### src/rtl/instr_decode.sv
// Instruction register and decoder for the multicycle MIPS control path.
// Ports: clk, rst, irWe, memData in; cmd, memCmd, fields, flags, instrCount out.
module instr_decode #(
    parameter int          CNT_W    = 16,
    parameter logic [31:0] RESET_IR = 32'h0000_0020
) (
    input  logic             clk,
    input  logic             rst,
    input  logic             irWe,
    input  logic [31:0]      memData,
    output logic [3:0]       cmd,
    output logic [3:0]       memCmd,
    output logic [4:0]       rs,
    output logic [4:0]       rt,
    output logic [4:0]       rd,
    output logic [31:0]      sxi,
    output logic [31:0]      sxis,
    output logic [25:0]      jAddr,
    output logic             illegal,
    output logic             illegalSticky,
    output logic [CNT_W-1:0] instrCount
);

    localparam logic [3:0] C_LW   = 4'd0;
    localparam logic [3:0] C_SW   = 4'd1;
    localparam logic [3:0] C_J    = 4'd2;
    localparam logic [3:0] C_JR   = 4'd3;
    localparam logic [3:0] C_JAL  = 4'd4;
    localparam logic [3:0] C_BEQ  = 4'd5;
    localparam logic [3:0] C_BNE  = 4'd6;
    localparam logic [3:0] C_XORI = 4'd7;
    localparam logic [3:0] C_ADDI = 4'd8;
    localparam logic [3:0] C_ADD  = 4'd9;
    localparam logic [3:0] C_SUB  = 4'd10;
    localparam logic [3:0] C_SLT  = 4'd11;
    localparam logic [3:0] C_ILL  = 4'd12;

    // Only op and funct matter; every other bit pattern falls to ILL.
    function automatic logic [3:0] dec(input logic [31:0] w);
        logic [3:0] c;
        c = C_ILL;
        case (w[31:26])
            6'h23: c = C_LW;
            6'h2B: c = C_SW;
            6'h02: c = C_J;
            6'h03: c = C_JAL;
            6'h04: c = C_BEQ;
            6'h05: c = C_BNE;
            6'h0E: c = C_XORI;
            6'h08: c = C_ADDI;
            6'h00: begin
                case (w[5:0])
                    6'h08:   c = C_JR;
                    6'h20:   c = C_ADD;
                    6'h22:   c = C_SUB;
                    6'h2A:   c = C_SLT;
                    default: c = C_ILL;
                endcase
            end
            default: c = C_ILL;
        endcase
        return c;
    endfunction

    logic [31:0] ir;
    logic        memIll;

    // Look-ahead for the fetch state, before IR is written.
    assign memCmd = dec(memData);
    assign memIll = (memCmd == C_ILL);

    // cmd is decoded on the way in so it always matches IR.
    always_ff @(posedge clk) begin
        if (rst) begin
            ir            <= RESET_IR;
            cmd           <= dec(RESET_IR);
            illegal       <= 1'b0;
            illegalSticky <= 1'b0;
            instrCount    <= '0;
        end else if (irWe) begin
            ir            <= memData;
            cmd           <= memCmd;
            illegal       <= memIll;
            illegalSticky <= illegalSticky | memIll;
            if (instrCount != {CNT_W{1'b1}})
                instrCount <= instrCount + 1'b1;
        end
    end

    assign rs    = ir[25:21];
    assign rt    = ir[20:16];
    assign rd    = ir[15:11];
    assign jAddr = ir[25:0];
    assign sxi   = {{16{ir[15]}}, ir[15:0]};
    assign sxis  = {{14{ir[15]}}, ir[15:0], 2'b00};

endmodule

### config.mk
export PLATFORM = sky130hd
export DESIGN_NAME = instr_decode
export DESIGN_NICKNAME = d
export VERILOG_FILES = /design/src/rtl/instr_decode.sv
export SDC_FILE = /design/constraint.sdc
export NUM_CORES = 1
export LEC_CHECK = 0
export CAP_MARGIN = 15
export CORE_MARGIN = 2
export CORE_UTILIZATION = 38
export CTS_CLUSTER_SIZE = 16
export DETAILED_ROUTE_END_ITERATION = 6
export PLACE_DENSITY_LB_ADDON = 0.3
export SLEW_MARGIN = 25
export SYNTH_ARGS = -nofsm -noshare
export SYNTH_HDL_FRONTEND = slang
export SYNTH_SLANG_ARGS = --single-unit
### constraint.sdc
create_clock -name clk -period 1.7 [get_ports clk]
set_input_delay 0.17 -clock clk [delete_from_list [all_inputs] [get_ports clk]]
set_output_delay 0.17 -clock clk [all_outputs]
set_load 0.05 [all_outputs]
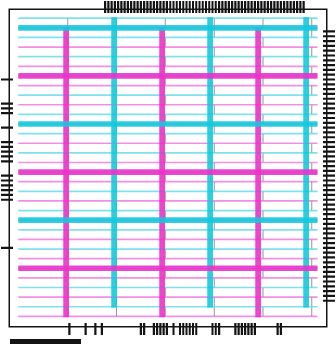
(images/pdn.png)
Scale bar: 20 um. Pins as bars on the die edge. Tap cells in grey.
cyan -> VDD
magenta -> VSS
tap cells = 99
met1 rails = 32
met4 straps = 6
rows = 31
die width: 89.4 um
area inside the core boundary: 7140 sq um
die boundary height: 89.4 um

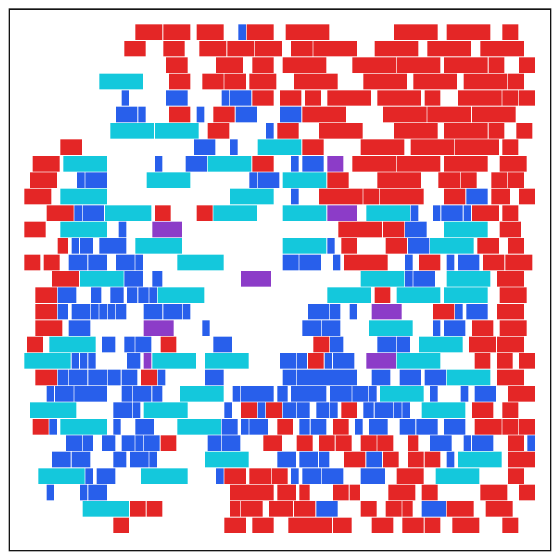
(images/cell_classes.png)
cyan -> flip-flops  # cells 48, share of their area 22%
blue -> all other logic  # cells 178, share of their area 27%
red -> other buffers and delay cells  # cells 188, share of their area 49%
purple -> clock drivers and dummy loads  # cells 8, share of their area 2.1%
flip-flop and latch share of the layout cell area: 0.214
fin util: 0.640
summed area of non-filler cells in the final layout: 4570 sq um
placement row count: 31

==> qor.csv <==
metric,value,unit
top logic cell family in the synthesized netlist,buffers and inverters,
placed standard-cell area,4370,sq um
Longest Clk Path Bufs,2,
most frequent cells in the layout,"63 x sky130_fd_sc_hd__buf_4, 49 x sky130_fd_sc_hd__nor2_1, 38 x sky130_fd_sc_hd__clkdlybuf4s50_1, 38 x sky130_fd_sc_hd__buf_12, 35 x sky130_fd_sc_hd__dfxtp_1",
number of global-route vias before repair,2319,
final weighted congestion of routability-driven global placement,0.770,
Leak,2.43,nW
sequence of cells on the critical path,"clkdlybuf4s50_1, buf_4, nor2_1, o311a_1, a211o_1, buf_6",
Crit Path Category,primary input to output pin,
reg-to-reg setup timing slack,0.14,ns
proportion of netlist area held by the largest area contributor,0.347,
class of the tightest hold or removal check,primary input to flop,
synthesized-area fraction occupied by adder cells,0.00452,
Hold WS,0.238,ns
buffers inserted during post-CTS setup optimization,2,
detailed placer's ending HPWL,5.84,mm
worst setup path start,memData[30],
count of warning messages emitted by the tools,26,
Hold Crit Depth,4,
end point of the critical path,memCmd[3],
total power per unit cell area,712,nW/um^2
Overflow after GRT,0,
R2R Path End,instrCount[15]$_SDFFE_PP0P_,
number of sinks handled by clock tree synthesis,48,
number of cells produced by synthesis,316,
fraction of the cycle the final worst path needs,0.982,
Overall Power,0.00325,W
clock tree from TritonCTS,built,
busiest layer in global routing,met2,
GR Util met1,0.193,
Post-Syn Area per Cell,8.76,sq um
Max Cap Viol,0,
dominant cell by count in the synthesized netlist,sky130_fd_sc_hd__buf_4,
xor/xnor share,0.0443,
first-pass iteration count of the detailed router,4,
post-CTS resize count,18,
FF-to-FF path depth,4,
post-placement cell count,511,
Crit path largest cell delay,0.53,ns
count of distinct cell types in the synthesized netlist,53,
simple share,0.174,
Rel. slew slack,0.655,
metal1 wirelength,2.92,mm
outcome,completed,
post-CTS clock slew at the launch and capture registers of the worst setup and hold paths,0.08,ns
sequential element share of the synthesized area,0.347,
multiplexer share of the synthesized area,0.0976,
number of hold-repair buffers added at the cts stage,0,
fraction of the core area occupied by cells at floorplan,0.388,
number of slew-limit violations in the final report,0,
count of state elements after synthesis,48,
largest fanout on the critical path,4,
beginning of the worst hold path,memData[0],
required time of the critical path,1.53,ns
Detail Route met2 WL,4.08,mm
Max rail drop VDD,0.000532,V
I/O pin cnt,166,
ratio of cells with drive above 1 in the final layout,0.336,
final hold violation count,0,
Post-Route Setup TNS,0,ns
# Cells Yosys,316,
Yosys Chip Area,2770,sq um
number of antenna violations at the first check in global routing,0,
synthesized cell area,2770,sq um
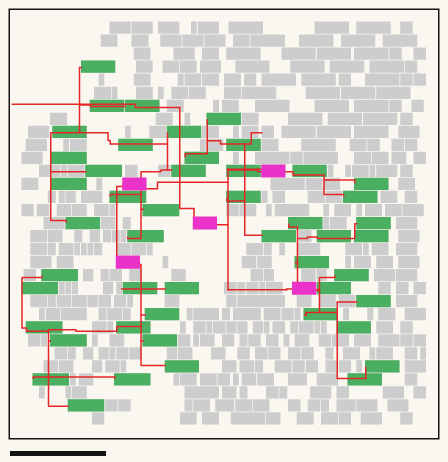
(images/clock_map.png)
Scale bar: 20 um.
magenta -> cells driving clock nets  # count 5
green -> flip-flops  # count 48
red -> clock wires  # length 565 um
routed clock nets = 6
share of total power in the clock network: 0.215
clock group total power: 0.000700 W
clk_skew: 0.00402 ns
Late-Pin Clk Latency: 0.30 ns

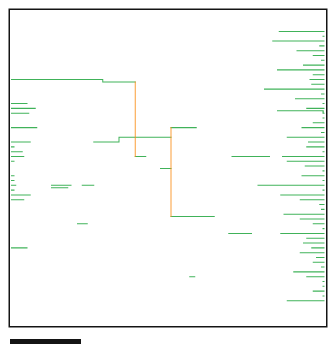
(images/metal_stack.png)
Scale bar: 20 um. Two of the layers only.
orange -> met4  # wire length 46.2 um
green -> met3  # wire length 475 um
number of vias in the routed layout: 2474
aggregate global-route resource usage: 0.175
Total Routed Length: 7.52 mm
Routed wire per std cell: 14.4 um

## where the power goes
group / switching (W) / internal, W / total, W
logic: 0.000823 / 0.000506 / 0.00133
registers: 0.0000473 / 0.00118 / 0.00122
clock network: 0.000369 / 0.000331 / 0.000700
## worst max-delay path, delay by kind of cell
kind / cells / cell delay (ns)
buf+inv: 3 / 0.85
compound gates: 2 / 0.42
simple gates: 1 / 0.06
## area by class of cell
| cell class | count | area [sq um] |
|---|---|---|
| clock buffer | 7 | 86.3 |
| tap | 99 | 124 |
| timing repair buffer | 188 | 2160 |
| sequential | 48 | 977 |
| inverter | 5 | 18.8 |
| multi-input combinational | 173 | 1200 |
| fill | 598 | 2570 |
| clock inverter | 1 | 7.51 |
## sequential cells by signal, summed over array words and instances, names as in the netlist
signal and cells:
ir 26, instrCount 16, cmd 4, illegal 1, illegalSticky 1
Power figures rest on the tool's default switching activity, not on a simulated workload.
